**config.mk**
```make
export PLATFORM = sky130hd
export DESIGN_NAME = multicycle_control_unit
export DESIGN_NICKNAME = d
export VERILOG_FILES = /design/src/rtl/cpu10_ctrl_pkg.sv /design/src/rtl/op_decoder.sv /design/src/rtl/multicycle_control_unit.sv
export SDC_FILE = /design/constraint.sdc
export NUM_CORES = 1
export LEC_CHECK = 0
export ABC_AREA = 1
export CORE_AREA = 2 2 72 74
export CTS_CLUSTER_SIZE = 12
export DETAILED_ROUTE_END_ITERATION = 8
export DIE_AREA = 0 0 74 76
export DONT_BUFFER_PORTS = 1
export PLACE_DENSITY = 0.5
export SYNTH_ARGS = -nofsm -noshare
export SYNTH_HDL_FRONTEND = slang
export SYNTH_SLANG_ARGS = --single-unit
```
**constraint.sdc**
```tcl
create_clock -name clk -period 1.8 [get_ports clk]
set_input_delay 0.36 -clock clk [delete_from_list [all_inputs] [get_ports clk]]
set_output_delay 0.36 -clock clk [all_outputs]
set_load 0.02 [all_outputs]
```
**src/rtl/cpu10_ctrl_pkg.sv**
```systemverilog
// Shared encodings for the 10-bit CPU control path: opcodes, ALU codes,
// next-PC selects, FSM states and instruction classes.
package cpu10_ctrl_pkg;

  // Opcodes (instr[9:6])
  localparam logic [3:0] OP_ADD  = 4'b0000;
  localparam logic [3:0] OP_SUB  = 4'b0001;
  localparam logic [3:0] OP_SLT  = 4'b0010;
  localparam logic [3:0] OP_NAND = 4'b0011;
  localparam logic [3:0] OP_SLR  = 4'b0100;
  localparam logic [3:0] OP_SLL  = 4'b0101;
  localparam logic [3:0] OP_HALT = 4'b0110;
  localparam logic [3:0] OP_ADDI = 4'b0111;
  localparam logic [3:0] OP_LW   = 4'b1000;
  localparam logic [3:0] OP_SW   = 4'b1001;
  localparam logic [3:0] OP_BEQ  = 4'b1010;
  localparam logic [3:0] OP_J    = 4'b1011;

  // ALU operation codes, shared with the ALU
  localparam logic [2:0] ALU_ADD  = 3'b000;
  localparam logic [2:0] ALU_SUB  = 3'b001;
  localparam logic [2:0] ALU_SLT  = 3'b010;
  localparam logic [2:0] ALU_NAND = 3'b011;
  localparam logic [2:0] ALU_SLR  = 3'b100;
  localparam logic [2:0] ALU_SLL  = 3'b101;
  localparam logic [2:0] ALU_HALT = 3'b110;

  // Next-PC selects
  localparam logic [1:0] PC_INC = 2'b00;
  localparam logic [1:0] PC_BR  = 2'b01;
  localparam logic [1:0] PC_JMP = 2'b10;

  typedef enum logic [2:0] {
    FETCH     = 3'd0,
    DECODE    = 3'd1,
    EXECUTE   = 3'd2,
    MEM       = 3'd3,
    WRITEBACK = 3'd4,
    HALTED    = 3'd5
  } state_t;

  typedef enum logic [2:0] {
    CLS_R       = 3'd0,
    CLS_ADDI    = 3'd1,
    CLS_LW      = 3'd2,
    CLS_SW      = 3'd3,
    CLS_BEQ     = 3'd4,
    CLS_J       = 3'd5,
    CLS_HALT    = 3'd6,
    CLS_ILLEGAL = 3'd7
  } op_class_t;

endpackage

```
**src/rtl/op_decoder.sv**
```systemverilog
// Combinational opcode decoder: instruction class plus the ALU code used
// during EXECUTE.
module op_decoder
  import cpu10_ctrl_pkg::*;
(
  input  logic [3:0] op,
  output op_class_t  op_class,
  output logic [2:0] alu_op
);

  // Classify the latched opcode and pick its ALU operation
  always_comb begin
    op_class = CLS_ILLEGAL;
    alu_op   = ALU_ADD;
    case (op)
      OP_ADD, OP_SUB, OP_SLT, OP_NAND, OP_SLR, OP_SLL: begin
        op_class = CLS_R;
        alu_op   = op[2:0];
      end
      OP_HALT: begin
        op_class = CLS_HALT;
        alu_op   = ALU_HALT;
      end
      OP_ADDI: op_class = CLS_ADDI;
      OP_LW:   op_class = CLS_LW;
      OP_SW:   op_class = CLS_SW;
      OP_BEQ: begin
        op_class = CLS_BEQ;
        alu_op   = ALU_SUB;
      end
      OP_J:    op_class = CLS_J;
      default: begin
        op_class = CLS_ILLEGAL;
        alu_op   = ALU_ADD;
      end
    endcase
  end

endmodule

```
**src/rtl/multicycle_control_unit.sv**
```systemverilog
// Multicycle control FSM for the 10-bit CPU: fetch handshake, decode,
// execute/memory/writeback strobes, next-PC select and a saturating
// retired-instruction counter. Outputs decode combinationally from the
// state register, the latched opcode and the handshake inputs.
module multicycle_control_unit
  import cpu10_ctrl_pkg::*;
#(
  parameter int CNT_W = 16
) (
  input  logic             clk,
  input  logic             rst,
  input  logic [9:0]       instr,
  input  logic             imem_ready,
  input  logic             dmem_ready,
  input  logic             alu_zero,
  input  logic             alu_halt,
  output logic             imem_re,
  output logic             ir_we,
  output logic [2:0]       alu_ctrl,
  output logic             alu_src_imm,
  output logic             dmem_re,
  output logic             dmem_we,
  output logic             rf_we,
  output logic             rf_dst_rt,
  output logic             wb_mem,
  output logic             pc_we,
  output logic [1:0]       pc_sel,
  output logic             illegal_op,
  output logic             halted,
  output logic [CNT_W-1:0] retired
);

  localparam logic [CNT_W-1:0] CNT_MAX = {CNT_W{1'b1}};
  localparam logic [CNT_W-1:0] CNT_ONE = {{(CNT_W-1){1'b0}}, 1'b1};

  state_t           state_r;
  state_t           state_next_s;
  logic [3:0]       op_q_r;
  logic [CNT_W-1:0] retired_r;
  logic             retire_s;
  op_class_t        op_class_s;
  logic [2:0]       dec_alu_s;

  // Operand/address fields are consumed by the datapath, not by control.
  logic             unused_fields_s;
  assign unused_fields_s = ^instr[5:0];

  op_decoder u_op_decoder (
    .op       (op_q_r),
    .op_class (op_class_s),
    .alu_op   (dec_alu_s)
  );

  // State register, opcode latch and saturating retired counter
  always_ff @(posedge clk or posedge rst) begin
    if (rst) begin
      state_r   <= FETCH;
      op_q_r    <= 4'd0;
      retired_r <= {CNT_W{1'b0}};
    end else begin
      state_r <= state_next_s;
      if (ir_we) begin
        op_q_r <= instr[9:6];
      end
      if (retire_s && (retired_r != CNT_MAX)) begin
        retired_r <= retired_r + CNT_ONE;
      end
    end
  end

  assign retired = retired_r;

  // Next-state and strobe decode; reset forces every strobe low at once
  always_comb begin
    state_next_s = state_r;
    retire_s     = 1'b0;
    imem_re      = 1'b0;
    ir_we        = 1'b0;
    alu_ctrl     = ALU_ADD;
    alu_src_imm  = 1'b0;
    dmem_re      = 1'b0;
    dmem_we      = 1'b0;
    rf_we        = 1'b0;
    rf_dst_rt    = 1'b0;
    wb_mem       = 1'b0;
    pc_we        = 1'b0;
    pc_sel       = PC_INC;
    illegal_op   = 1'b0;
    halted       = 1'b0;
    if (rst) begin
      state_next_s = FETCH;
    end else begin
      case (state_r)
        FETCH: begin
          imem_re = 1'b1;
          if (imem_ready) begin
            ir_we        = 1'b1;
            state_next_s = DECODE;
          end else begin
            state_next_s = FETCH;
          end
        end
        DECODE: begin
          if (op_class_s == CLS_ILLEGAL) begin
            illegal_op   = 1'b1;
            pc_we        = 1'b1;
            pc_sel       = PC_INC;
            state_next_s = FETCH;
          end else begin
            state_next_s = EXECUTE;
          end
        end
        EXECUTE: begin
          case (op_class_s)
            CLS_R: begin
              alu_ctrl     = dec_alu_s;
              state_next_s = WRITEBACK;
            end
            CLS_ADDI: begin
              alu_ctrl     = dec_alu_s;
              alu_src_imm  = 1'b1;
              state_next_s = WRITEBACK;
            end
            CLS_LW, CLS_SW: begin
              alu_ctrl     = dec_alu_s;
              alu_src_imm  = 1'b1;
              state_next_s = MEM;
            end
            CLS_BEQ: begin
              alu_ctrl     = dec_alu_s;
              pc_we        = 1'b1;
              retire_s     = 1'b1;
              state_next_s = FETCH;
              if (alu_zero) begin
                pc_sel = PC_BR;
              end else begin
                pc_sel = PC_INC;
              end
            end
            CLS_J: begin
              pc_we        = 1'b1;
              pc_sel       = PC_JMP;
              retire_s     = 1'b1;
              state_next_s = FETCH;
            end
            CLS_HALT: begin
              alu_ctrl = dec_alu_s;
              if (alu_halt) begin
                retire_s     = 1'b1;
                state_next_s = HALTED;
              end else begin
                // ALU refused the halt: treat as a bad instruction and skip it
                illegal_op   = 1'b1;
                pc_we        = 1'b1;
                pc_sel       = PC_INC;
                state_next_s = FETCH;
              end
            end
            default: begin
              state_next_s = FETCH;
            end
          endcase
        end
        MEM: begin
          // Address operands stay selected for the whole access
          alu_ctrl    = ALU_ADD;
          alu_src_imm = 1'b1;
          if (op_class_s == CLS_SW) begin
            dmem_we = 1'b1;
            if (dmem_ready) begin
              pc_we        = 1'b1;
              pc_sel       = PC_INC;
              retire_s     = 1'b1;
              state_next_s = FETCH;
            end else begin
              state_next_s = MEM;
            end
          end else begin
            dmem_re = 1'b1;
            if (dmem_ready) begin
              state_next_s = WRITEBACK;
            end else begin
              state_next_s = MEM;
            end
          end
        end
        WRITEBACK: begin
          rf_we        = 1'b1;
          pc_we        = 1'b1;
          pc_sel       = PC_INC;
          retire_s     = 1'b1;
          state_next_s = FETCH;
          if ((op_class_s == CLS_ADDI) || (op_class_s == CLS_LW)) begin
            rf_dst_rt = 1'b1;
          end else begin
            rf_dst_rt = 1'b0;
          end
          if (op_class_s == CLS_LW) begin
            wb_mem = 1'b1;
          end else begin
            wb_mem = 1'b0;
          end
        end
        HALTED: begin
          halted       = 1'b1;
          state_next_s = HALTED;
        end
        default: begin
          state_next_s = FETCH;
        end
      endcase
    end
  end

endmodule

```
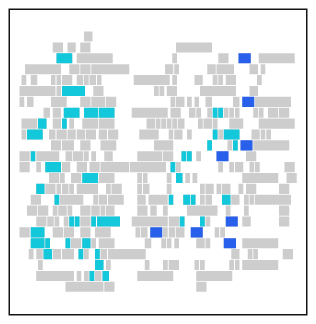
gates.png
Scale: 4 px per µm.
- blue: xor and xnor cells (cells 8)
- cyan: nor cells (cells 44; most used nor2_1)
most used logic cell in the final layout: nand2_1
logic share of the area: 46.7%
Finished Layout Cells: 375

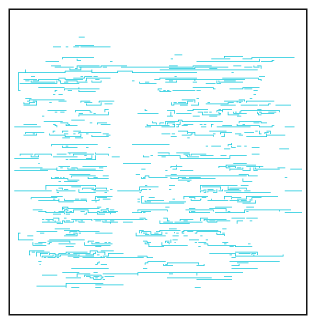
m1.png
Scale: 4 px per µm.
- share of all routed wire: 41%
- nets with wire on the layer: 283
- main direction: horizontal

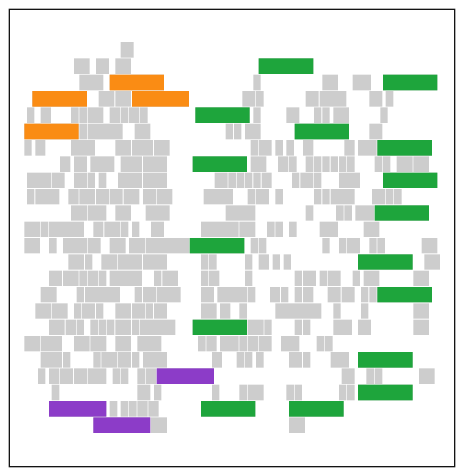
ff_map.png
Scale: 6 px per µm. Other cells in gray.
- green: retired (placed flops 16)
- purple: state_r (placed flops 3)
- orange: op_q_r (placed flops 4; where upper left)
final core utilization: 48.9%
seq pwr: 0.611 mW

==> results_dict.tcl <==
# yosys + openroad results
set metrics [dict create \
    grt_max_degree 40 \
    die_w_um 74 \
    cp.required_ps 1440 \
    slew_headroom_pct 67.4 \
    path_clk_slew_ps 90 \
    dr.pass1.iters 4 \
    setup.worst_path.start_class "flop" \
    tritoncts "done" \
    crit_path_max_fanout 4 \
    cp_top_family "buffers and inverters" \
    p_leak_nw 1.12 \
    setup.worst_path.end "pc_we" \
    hpwl_um 3310 \
    power.total_mw 1.57 \
    slew_violations 0 \
    status "finished, violations left" \
    vias_per_cell 4.86 \
    violations "negative setup slack" \
    clock-root-buffer "clkbuf_8" \
    post-route-drc-count 0 \
    power_density_nw_per_um2 652 \
    diodes 0 \
    routed_wl_um 4930 \
    seq_area_frac_synth_pct 34.7 \
    dr.first_iter.drc_count 78 \
    r2r_start "state_r[2]$_DFF_PP0_" \
    yosys_area_um2 1660 \
    vias 1823 \
    crit_path_end_kind "output pin" \
    port-buffer-count 0 \
    finClkSkew_ps 7.80 \
    warning_count 34 \
    peakVddDrop_v 0.000371 \
    critPathSlowestCell "dfrtp_2" \
    worstRegToRegCells 11 \
    critPathLaunch "op_q_r[3]$_DFFE_PP0P_" \
    insertion_delay_ps 270 \
    antenna_found_initial 0 \
    min_path_type "input port to async pin" \
    synth_cells 248 \
    grt-ovfl-total 0 \
    h-tree-depth 1 \
    yosysUniqueCellTypes 28 \
    layout_min_cycle_time_ps 2000 \
    num_rows 26 \
    dieArea_um2 5620 \
    rsz0062_at_grt "yes" \
    fmax_mhz 501 \
    grt_pass1_vias 1646 \
    cpPeakStageDelay_ps 430 \
    finalCritPeriodShare_pct 111 \
    drive_gt1_share_pct 37.4 \
    path_class "flop to output pin" \
    final_cell_mix "70 x nand2_1, 51 x buf_4, 23 x nor2_1" \
    cts_buffers 3 \
    fp_util_pct 33.8 \
    cp_common_cell "buf_4" \
    final.setup.worst_slack_ps -195 \
    ys_ff 23 \
    r2r_end "retired[10]$_DFFE_PP0P_" \
    setup_viol 11 \
    timing.setup.tns_ps -740 \
    cts_max_path_buffers 2 \
    layout.nets 323 \
    ios 48 \
    dp_cells 350 \
    hold_viol_final 0 \
    worstPathArrival_ps 1640 \
    synth_area_per_cell_um2 6.69 \
    grtUsageTotal_pct 16.8 \
    grt_pass1_wl_um 7670 \
    cp_cell_sequence "inv_4 -> buf_4 -> nor2_4 -> buf_4 -> nand3_1 -> a31oi_1 -> buf_4" \
    routabilityCongestion 0.789 \
    die_h_um 76 \
    yosysWarningCount 0 \
    worst-path-buf-inv 4 \
    synth_area_um2 1660 \
    fp_nets 265 \
    worst_pin_slew_ps 490 \
    ant_nets 0 \
    maxCapViolations 0 \
    core_area_um2 4910 \
    area_delta_synth_final_pct 44.8 \
    cp_num_cells 7 \
    r2r_setup_slack_ps 110 \
    clock_sink_count 23 \
    ys_cells 248 \
]
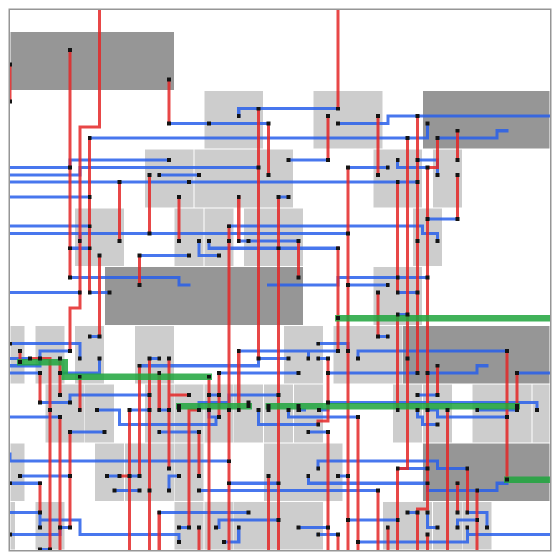
closeup.png
Window x 43 to 68, y 44 to 69 µm. Cells in gray, sequential cells in the stronger gray; small squares are vias.
- green: M3
- red: M2
- blue: M1
- cells with their middle in the window: 44
- most frequent: nand2_1 (16), nand4_1 (6), dfrtp_1 (5)
- netlist names of flops here include: retired (5)
- sequential cells in the window: 5

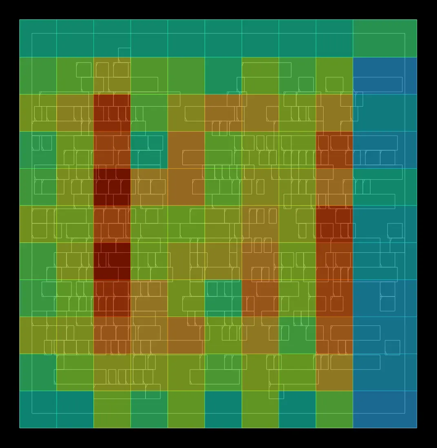
congestion_map.png
GR Util met1: 22.0%
grt met3 use: 2.12%
Avg WL per Cell: 13.2 µm
M2 GR Usage: 28.7%

## metal layers
| layer | wire (µm) | global-route usage, % | up-vias |
|---|---|---|---|
| met3 | 222 | 2.12 | 6 |
| met1 | 2040 | 22.0 | 840 |
| met4 | 77 | 4.18 | 0 |
| met5 | 0 | 0 | - |
| met2 | 2590 | 28.7 | 50 |
| li1 | - | - | 927 |
## worst register-to-register path, delay by kind of cell, from the launching register on
family        cells  cell delay, ps
flops             1             460
simple gates      7             710
buf+inv           4             410
## kinds of logic after synthesis
family | share of synthesized area (%)
and+or+nand+nor | 46.8
buffers and inverters | 8.59
DFF | 34.7
AOI/OAI and AO/OA | 4.97
xor gates and xnor gates | 4.22
adders and majority gates | 0.753
## report_power, final
part | leakage [nW] | switching, mW | total [mW] | internal, mW
Clock | 0.0255 | 0.179 | 0.334 | 0.155
Combinational | 0.790 | 0.356 | 0.622 | 0.267
Sequential | 0.306 | 0.0490 | 0.611 | 0.562
## synthesized netlist by cell type
cell,number,area [µm²]
nand2_1,79,297
nor2_1,33,124
dfrtp_1,23,576
inv_1,23,86.3
nand4_1,21,131
nand3_1,16,80.1
nor3_1,8,40.0
inv_2,6,22.5
a21oi_1,5,25.0
o21ai_0,4,20.0
xnor2_1,4,35.0
xor2_1,4,35.0
clkbuf_1,3,11.3
nand2_2,3,18.8
a31oi_1,2,12.5
nor2_4,2,22.5
a311oi_1,1,8.76
a41oi_1,1,8.76
buf_4,1,7.51
buf_6,1,11.3
clkinv_1,1,3.75
ha_1,1,12.5
nand2_4,1,11.3
nand3_4,1,17.5
nand3b_1,1,7.51
nand4_4,1,21.3
nor2_2,1,6.26
o21bai_1,1,7.51
## flip-flops by register name, indices dropped and copies added, names as in the netlist
register  count
op_q_r        4
retired      16
state_r       3
## repair_timing
action / CTS / global route
pin swaps: 3 / 13
buffers inserted: 8 / 13
gates resized: 16 / 39
setup endpoints to repair: 11 / 28
cloned: 0 / 1
hold buffers: 0 / 0
## worst min-delay path by stage
stage,start,end,slack [ps],depth (start not counted)
after floorplan,instr[6],op_q_r[0]$_DFFE_PP0P_,480,2
after global placement,rst,retired[15]$_DFFE_PP0P_,390,2
after detailed placement,rst,state_r[1]$_DFF_PP0_,390,2
after CTS,rst,retired[10]$_DFFE_PP0P_,100,2
after global routing,rst,retired[11]$_DFFE_PP0P_,130,2
final,rst,retired[12]$_DFFE_PP0P_,110,2
## per-stage QoR
stage                     setup slack [ps]  hold WS (ps)  cell area, µm²
final                                 -195           105            2400
after global routing                  -276           125            2400
after CTS                             -140           101            2170
after detailed placement              82.1           394            2000
after global placement                63.8           392            2000
after floorplan                       36.7           481            1670
## final cells by class
type                    instances  area, µm²
flip-flops and latches         23        581
well taps                      70       87.6
repair buffers                 57        450
multi-input cells             191       1120
fillers                       477       2510
inverters                      30        115
clock buffers                   3       41.3
clock inverters                 1       5.00
Power is estimated from default activity; no workload was simulated.
